--- src/rtl/sam_mouse.sv ---
// sam_mouse: PS/2 mouse packets -> SAM Coupe nibble-sequence mouse on port 0xFFFE.
// Build option: define SAM_MOUSE_PARITY_EN to drop frames with bad odd parity.
module sam_mouse #(
    parameter int CLK_MHZ        = 96,
    parameter int RD_TIMEOUT_US  = 50,
    parameter int BIT_TIMEOUT_US = 200
) (
    input  logic        clk_sys,
    input  logic        reset,
    input  logic        ps2_clk,
    input  logic        ps2_data,
    input  logic [15:0] addr,
    input  logic        io_rd,
    output logic        sel,
    output logic [3:0]  nibble,
    output logic        present
);
    localparam int RD_LIMIT  = RD_TIMEOUT_US * CLK_MHZ;
    localparam int BIT_LIMIT = BIT_TIMEOUT_US * CLK_MHZ;
    localparam int RD_W      = $clog2(RD_LIMIT + 1);
    localparam int BIT_W     = $clog2(BIT_LIMIT + 1);

    typedef enum logic [1:0] {RX_IDLE, RX_DATA, RX_PARITY, RX_STOP} rx_state_t;

    logic [1:0]       clk_sync_reg, data_sync_reg;
    logic             clk_prev_reg;
    logic             fall, bit_in;
    rx_state_t        state_reg, state_next;
    logic [2:0]       bit_cnt_reg, bit_cnt_next;
    logic [7:0]       shift_reg, shift_next;
    logic [BIT_W-1:0] bit_timer_reg;
    logic             byte_valid, rx_abort, timeout;
`ifdef SAM_MOUSE_PARITY_EN
    logic             parity_reg, parity_next;
    logic             parity_ok;
`endif

    logic [1:0]       pkt_cnt_reg;
    logic [6:0]       hdr_reg;      // {y_ovf, x_ovf, y_sign, x_sign, M, R, L}
    logic [7:0]       byte1_reg;
    logic             pkt_done;
    logic [8:0]       dx, dy;
    logic [11:0]      acc_x_reg, acc_y_reg, snap_x_reg, snap_y_reg;
    logic [11:0]      acc_x_base, acc_y_base, acc_x_next, acc_y_next;
    logic [2:0]       btn_reg;
    logic             present_reg;
    logic [2:0]       idx_reg;
    logic [RD_W-1:0]  rd_timer_reg;
    logic             rd_act, rd_prev_reg, rd_end, seq_start;

    function automatic logic [8:0] delta(input logic sign, input logic ovf, input logic [7:0] mag);
        if (ovf)
            return sign ? 9'h100 : 9'h0FF;
        return {sign, mag};
    endfunction

    function automatic logic [11:0] sat_add(input logic [11:0] a, input logic [8:0] d);
        logic [12:0] s;
        s = {a[11], a} + {{4{d[8]}}, d};
        if (s[12] != s[11])
            return s[12] ? 12'h800 : 12'h7FF;
        return s[11:0];
    endfunction

    // Line synchronizers; idle level of both PS/2 lines is high
    always_ff @(posedge clk_sys) begin
        if (reset) begin
            clk_sync_reg  <= 2'b11;
            data_sync_reg <= 2'b11;
            clk_prev_reg  <= 1'b1;
        end else begin
            clk_sync_reg  <= {clk_sync_reg[0], ps2_clk};
            data_sync_reg <= {data_sync_reg[0], ps2_data};
            clk_prev_reg  <= clk_sync_reg[1];
        end
    end

    assign fall    = clk_prev_reg & ~clk_sync_reg[1];
    assign bit_in  = data_sync_reg[1];
    assign timeout = (state_reg != RX_IDLE) && (bit_timer_reg == BIT_W'(BIT_LIMIT));
`ifdef SAM_MOUSE_PARITY_EN
    assign parity_ok = ^{shift_reg, parity_reg};
`endif

    always_ff @(posedge clk_sys) begin
        if (reset) begin
            state_reg     <= RX_IDLE;
            bit_cnt_reg   <= 3'd0;
            shift_reg     <= 8'd0;
            bit_timer_reg <= '0;
`ifdef SAM_MOUSE_PARITY_EN
            parity_reg    <= 1'b0;
`endif
        end else begin
            state_reg   <= state_next;
            bit_cnt_reg <= bit_cnt_next;
            shift_reg   <= shift_next;
`ifdef SAM_MOUSE_PARITY_EN
            parity_reg  <= parity_next;
`endif
            if (state_reg == RX_IDLE || fall)
                bit_timer_reg <= '0;
            else if (bit_timer_reg != BIT_W'(BIT_LIMIT))
                bit_timer_reg <= bit_timer_reg + 1'b1;
        end
    end

    always_comb begin
        state_next   = state_reg;
        bit_cnt_next = bit_cnt_reg;
        shift_next   = shift_reg;
        byte_valid   = 1'b0;
        rx_abort     = 1'b0;
`ifdef SAM_MOUSE_PARITY_EN
        parity_next  = parity_reg;
`endif
        if (timeout) begin
            state_next = RX_IDLE;
            rx_abort   = 1'b1;
        end else if (fall) begin
            case (state_reg)
                RX_IDLE: begin
                    if (!bit_in) begin
                        state_next   = RX_DATA;
                        bit_cnt_next = 3'd0;
                    end
                end
                RX_DATA: begin
                    shift_next   = {bit_in, shift_reg[7:1]};
                    bit_cnt_next = bit_cnt_reg + 3'd1;
                    if (bit_cnt_reg == 3'd7)
                        state_next = RX_PARITY;
                end
                RX_PARITY: begin
`ifdef SAM_MOUSE_PARITY_EN
                    parity_next = bit_in;
`endif
                    state_next  = RX_STOP;
                end
                default: begin
                    state_next = RX_IDLE;
                    if (bit_in) begin
`ifdef SAM_MOUSE_PARITY_EN
                        if (parity_ok)
                            byte_valid = 1'b1;
                        else
                            rx_abort = 1'b1;
`else
                        byte_valid = 1'b1;
`endif
                    end
                end
            endcase
        end
    end

    // Byte2 is still in shift_reg on the cycle it completes
    assign pkt_done = byte_valid && (pkt_cnt_reg == 2'd2);
    assign dx       = delta(hdr_reg[3], hdr_reg[5], byte1_reg);
    assign dy       = delta(hdr_reg[4], hdr_reg[6], shift_reg);

    assign sel       = (addr == 16'hFFFE);
    assign rd_act    = io_rd & sel;
    assign rd_end    = rd_prev_reg & ~rd_act;
    assign seq_start = rd_end && (idx_reg == 3'd0);

    always_comb begin
        acc_x_base = seq_start ? 12'd0 : acc_x_reg;
        acc_y_base = seq_start ? 12'd0 : acc_y_reg;
        acc_x_next = pkt_done ? sat_add(acc_x_base, dx) : acc_x_base;
        acc_y_next = pkt_done ? sat_add(acc_y_base, dy) : acc_y_base;
    end

    always_ff @(posedge clk_sys) begin
        if (reset) begin
            pkt_cnt_reg  <= 2'd0;
            hdr_reg      <= 7'd0;
            byte1_reg    <= 8'd0;
            acc_x_reg    <= 12'd0;
            acc_y_reg    <= 12'd0;
            snap_x_reg   <= 12'd0;
            snap_y_reg   <= 12'd0;
            btn_reg      <= 3'd0;
            present_reg  <= 1'b0;
            idx_reg      <= 3'd0;
            rd_timer_reg <= '0;
            rd_prev_reg  <= 1'b0;
        end else begin
            if (rx_abort) begin
                pkt_cnt_reg <= 2'd0;
            end else if (byte_valid) begin
                case (pkt_cnt_reg)
                    2'd0: begin
                        if (shift_reg[3]) begin
                            hdr_reg     <= {shift_reg[7:4], shift_reg[2:0]};
                            pkt_cnt_reg <= 2'd1;
                        end
                    end
                    2'd1: begin
                        byte1_reg   <= shift_reg;
                        pkt_cnt_reg <= 2'd2;
                    end
                    default: pkt_cnt_reg <= 2'd0;
                endcase
            end

            acc_x_reg <= acc_x_next;
            acc_y_reg <= acc_y_next;
            if (pkt_done) begin
                btn_reg     <= hdr_reg[2:0];
                present_reg <= 1'b1;
            end
            if (seq_start) begin
                snap_x_reg <= acc_x_reg;
                snap_y_reg <= acc_y_reg;
            end

            // Timer is held clear during a read so the nibble cannot change mid-read
            rd_prev_reg <= rd_act;
            if (rd_end) begin
                idx_reg      <= idx_reg + 3'd1;
                rd_timer_reg <= '0;
            end else if (rd_act) begin
                rd_timer_reg <= '0;
            end else if (rd_timer_reg != RD_W'(RD_LIMIT)) begin
                rd_timer_reg <= rd_timer_reg + 1'b1;
            end else if (idx_reg != 3'd0) begin
                idx_reg <= 3'd0;
            end
        end
    end

    always_comb begin
        nibble = 4'hF;
        case (idx_reg)
            3'd1:    nibble = {1'b1, ~btn_reg};
            3'd2:    nibble = snap_y_reg[11:8];
            3'd3:    nibble = snap_y_reg[7:4];
            3'd4:    nibble = snap_y_reg[3:0];
            3'd5:    nibble = snap_x_reg[11:8];
            3'd6:    nibble = snap_x_reg[7:4];
            3'd7:    nibble = snap_x_reg[3:0];
            default: nibble = 4'hF;
        endcase
    end

    assign present = present_reg;
endmodule

--- config.mk ---
export PLATFORM = sky130hd
export DESIGN_NAME = sam_mouse
export DESIGN_NICKNAME = d
export VERILOG_FILES = /design/src/rtl/sam_mouse.sv
export SDC_FILE = /design/constraint.sdc
export NUM_CORES = 1
export LEC_CHECK = 0
export CAP_MARGIN = 30
export CELL_PAD_IN_SITES_DETAIL_PLACEMENT = 2
export CELL_PAD_IN_SITES_GLOBAL_PLACEMENT = 2
export CORE_MARGIN = 2
export CORE_UTILIZATION = 41
export DETAILED_ROUTE_END_ITERATION = 10
export PLACE_DENSITY_LB_ADDON = 0.05
export SYNTH_ARGS = -nofsm -noshare
export SYNTH_HDL_FRONTEND = slang
export SYNTH_SLANG_ARGS = --single-unit
--- constraint.sdc ---
create_clock -name clk_sys -period 6.3 [get_ports clk_sys]
set_clock_uncertainty 0.1 [all_clocks]
set_input_delay 1.26 -clock clk_sys [delete_from_list [all_inputs] [get_ports clk_sys]]
set_output_delay 1.26 -clock clk_sys [all_outputs]
set_load 0.05 [all_outputs]
**Logic cells by family**

(2 px per um)
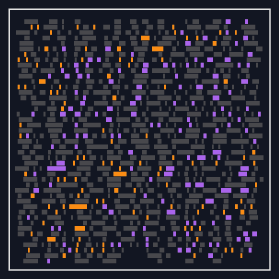
Purple is aoi and oai cells, cells 139, most used a21oi_1, where all over the die. Orange is nor cells, cells 107, most used nor2_1, where all over the die.

**Floorplan with the power grid**

(3 px per um) Pins as bars on the die edge.
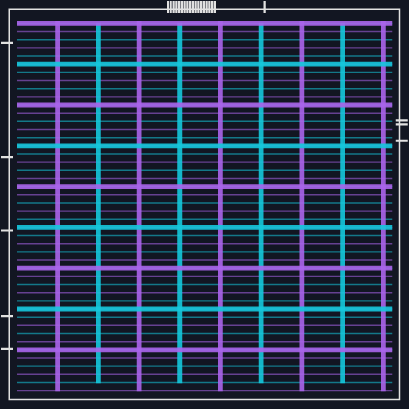
Cyan is VDD. Purple is VSS.
46 met1 rails follow the rows. 9 straps on met5. 9 straps on met4. 27 signal pins sit on the boundary. The core has 45 rows.

**Routed metal, one color a layer**

(4 px per um)
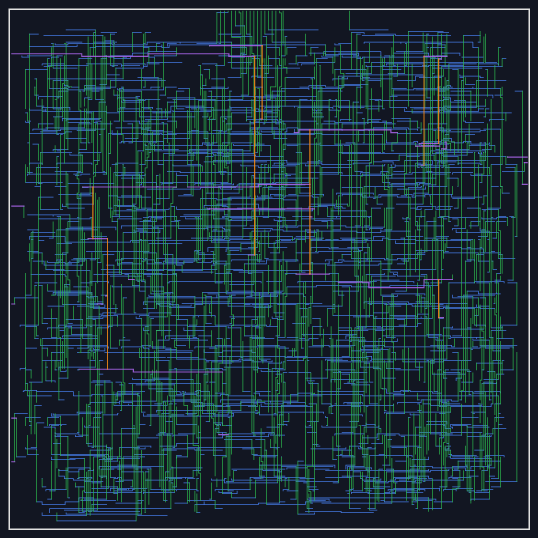
Green is metal 2, wire length 10400 um. Orange is metal 4, wire length 207 um. Purple is metal 3, wire length 308 um. Blue is metal 1, wire length 8990 um.
gr usage total: 25.29%
vias after detailed routing: 5562
routed wirelength normalized by instance count: 19.73 um
routed wire length: 19930 um

**Clock distribution**

(2 px per um)
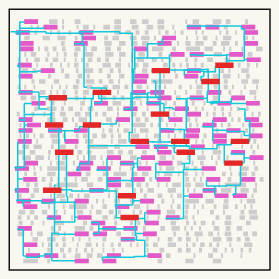
Magenta is flip-flops, count 119. Red is clock drivers, count 17. Cyan is clock wires, length 1770 um.
Position of the flops: all over the die. There are 18 routed clock nets.
worst skew pair latency: 420 ps
Clock Power Share: 56.6%

==> summary.rpt <==
====================================================================================
Sinks on Clock Net                                                               119
Setup repair after global routing missed its margin                            false
Init Core Util                                                                42.23%
Main kind of combinational logic by area                                simple AND/OR/NAND/NOR gates
Via density per instance                                                       5.507
Yosys top cell by area                                                       dfxtp_1
Most popular library cell in the synthesized design by count                 dfxtp_1
Total iterations of the first detailed-routing run                                 4
Number of instances in the synthesized netlist                                   770
Sequential share of the synthesized area                                      36.83%
Final layout net count                                                           850
Post-detailed-route DRC marker count                                               0
Number of buffers created by CTS                                                  17
Simple logic cell fraction of the synthesized area                            24.61%
Post-route cell area                                                       7512 um^2
Antenna Diode Count                                                                0
Antenna violations before repair                                                   0
Type of the worst setup path                                                  in2reg
Number of global-route vias before repair                                       6192
Slew at the pin with the worst max-slew slack                               971.7 ps
Max rail drop VDD                                                          0.1885 mV
CP max FO                                                                         11
Crit path from                                                              addr[10]
Yosys warning count                                                                0
Clock Pin Slew Worst Setup and Hold Paths                                      60 ps
Worst r2r dst                                                           acc_x_reg[6]$_SDFF_PP0_
Worst hold endpoint                                                     clk_sync_reg[1]$_SDFF_PP1_
Critical path endpoint                                                  acc_x_reg[6]$_SDFF_PP0_
Sum of overflow across all layers after global routing                             0
Final setup violation count                                                        0
Yosys synthesis chip area                                                  6467 um^2
Hold Fails Final Rpt                                                               0
Setup Buffers After CTS                                                            0
Main flop type                                                               dfxtp_1
Buffers from clock root to sink, at most                                           2
Row count                                                                         45
Number of synthesized register bits                                              119
Run status                                                              finished, final reports clean
Clk Tree Root Cell                                                         clkbuf_16
Period minus WS final                                                        5504 ps
Worst min-delay path category                                                reg2reg
Global-route wire length before repair                                      33020 um
Number of top-level pins                                                          27
Share of flip-flops with an asynchronous set or reset after synthesis             0%
Final core utilization                                                        49.05%
Logic area                                                                 3846 um^2
Core footprint                                                            15310 um^2
H-tree Lvls                                                                        4
Tally of OpenROAD warnings                                                        35
Die outline height                                                          129.6 um
Max Slew Vio Count                                                                 0
Count of library flops with an enable pin                                          0
Commonest cells in the netlist                                          dfxtp_1 (119), nand2_1 (116), nor2_1 (86), a21oi_1 (60), ha_1 (40)
Maximum capacitance violations                                                     0
Total die size                                                            16790 um^2
Number of nets still failing antenna checks after routing                          0
Cts repair resizes                                                                 0
Placed standard-cell area                                                  6884 um^2
Largest net degree at the start of global routing                                 75
Clock tree from TritonCTS                                                       done
Logic depth of the worst register-to-register path                                15
Area share of xor/xnor cells in the synthesized design                        4.740%
Area used by sequential logic in the layout                                2382 um^2
Post-cts hold buffer count                                                         0
P_leak                                                                      2.901 nW
Hold Crit Depth                                                                    1
Max-slew headroom at the worst pin                                            33.37%
Cell total in the yosys stat output                                              770
Critical Path Sink Type                                                     register
Post-Synthesis Cell Area                                                   6467 um^2
Most crowded layer after global routing                                         met2
Dpl hpwl                                                                    14060 um
Fraction of the mapped netlist area in compound gates                         18.26%
Area grow syn2layout                                                          16.15%
Flip-flop count of the largest register after layout                              15
Tally of non-filler cells in the final layout                                   1010
Overall die width                                                           129.6 um
Global Route met3 Usage                                                       4.831%
Cycle use final                                                               87.37%
Met1 GRT Util                                                                 31.00%
Data arrival, critical path                                                  5730 ps
Fraction of final layout cells with drive strength greater than 1             8.886%
GR Layer Usage met2                                                           45.70%
Total power density per cell area                                       244.4 nW/um^2
Maximum clock frequency                                                    181.7 MHz
DRC marker count from the first detailed-route iteration                         209
Number of placed cells counting well taps                                        979
Net count after synthesis                                                        833
Fill cell count                                                                 1684
Worst Slack Setup Final                                                     795.9 ps
Post-Place Worst Slack                                                      367.1 ps
Synth area leaders                                                      dfxtp_1 (37%), ha_1 (7.7%), nand2_1 (6.7%)
Last weighted congestion value of the routability-driven placer               0.8358
Mux cell area share after synthesis                                           3.502%
Launch point of the worst hold path                                     clk_sync_reg[0]$_SDFF_PP1_
Required time at the worst-slack endpoint                                    6520 ps
Top-area cell share                                                           36.83%
Port buffer count                                                                 26
R2R setup slack                                                              1940 ps
Yosys cell types                                                                  64
Reg2Reg Launch Point                                                    idx_reg[1]$_SDFFE_PP0P_
Aggregate negative setup slack                                                  0 ps
Adder-cell share of the synthesized area                                      8.358%
Startpoint type of the worst setup path                                 primary input
Mapped Avg Cell Area                                                      8.399 um^2
====================================================================================
-- routing by layer --
metal | vias to the layer above | routed length, um
met1 | 2764 | 8994
met2 | 42 | 10420
met4 | 0 | 207
li1 | 2737 | -
met5 | - | 0
met3 | 19 | 307
-- where the power goes --
group          leakage (nW)  internal [mW]  switching [mW]
combinational          1.64         0.0167          0.0207
sequential            0.960          0.756         0.00293
clock                 0.301          0.680           0.360
total                  2.90           1.45           0.384
-- cell usage in the layout, fill, tap and decap left out, drive strengths merged, types with 17 or more instances in the layout --
cell type | synthesis | routed
nand2 | 116 | 116
inv | 25 | 26
a21oi | 60 | 60
nor2 | 88 | 88
clkbuf | 22 | 19
ha | 40 | 40
clkdlybuf4s50 | 0 | 25
o21a | 20 | 20
dfxtp | 119 | 119
nand3 | 28 | 28
xor2 | 22 | 22
and2 | 25 | 25
a211oi | 23 | 23
mux2i | 17 | 17
o21ai | 19 | 19
-- final cells by class --
| cell class | instances | share of cell area, % |
|---|---|---|
| sequential | 119 | 31.71 |
| tap | 211 | 3.514 |
| timing repair buffer | 30 | 3.964 |
| inverter | 25 | 1.249 |
| clock buffer | 19 | 6.029 |
| multi-input combinational | 594 | 51.20 |
| clock inverter | 12 | 2.332 |
-- metrics by stage --
step	hold slack (ps)	total power, mW
2_1_floorplan	289.5	0.7926
3_3_place_gp	296.9	0.8094
3_5_place_dp	298.1	0.8123
4_1_cts	324.1	1.859
5_1_grt	339.3	1.899
6_report	321.9	1.836
-- worst max-delay path, stage by stage --
cell and delay, ps:
clkdlybuf4s50_1 490, nand4_1 130, nor4_2 310, nand2_1 230
nand3_1 360, and2_1 230, ha_1 190, inv_1 50
fa_1 370, nand2b_1 180, a21oi_1 260, o21ai_1 190
o211a_1 260, mux2i_1 770, nand2_1 180, a211oi_2 270
Power is estimated from default activity; no workload was simulated.
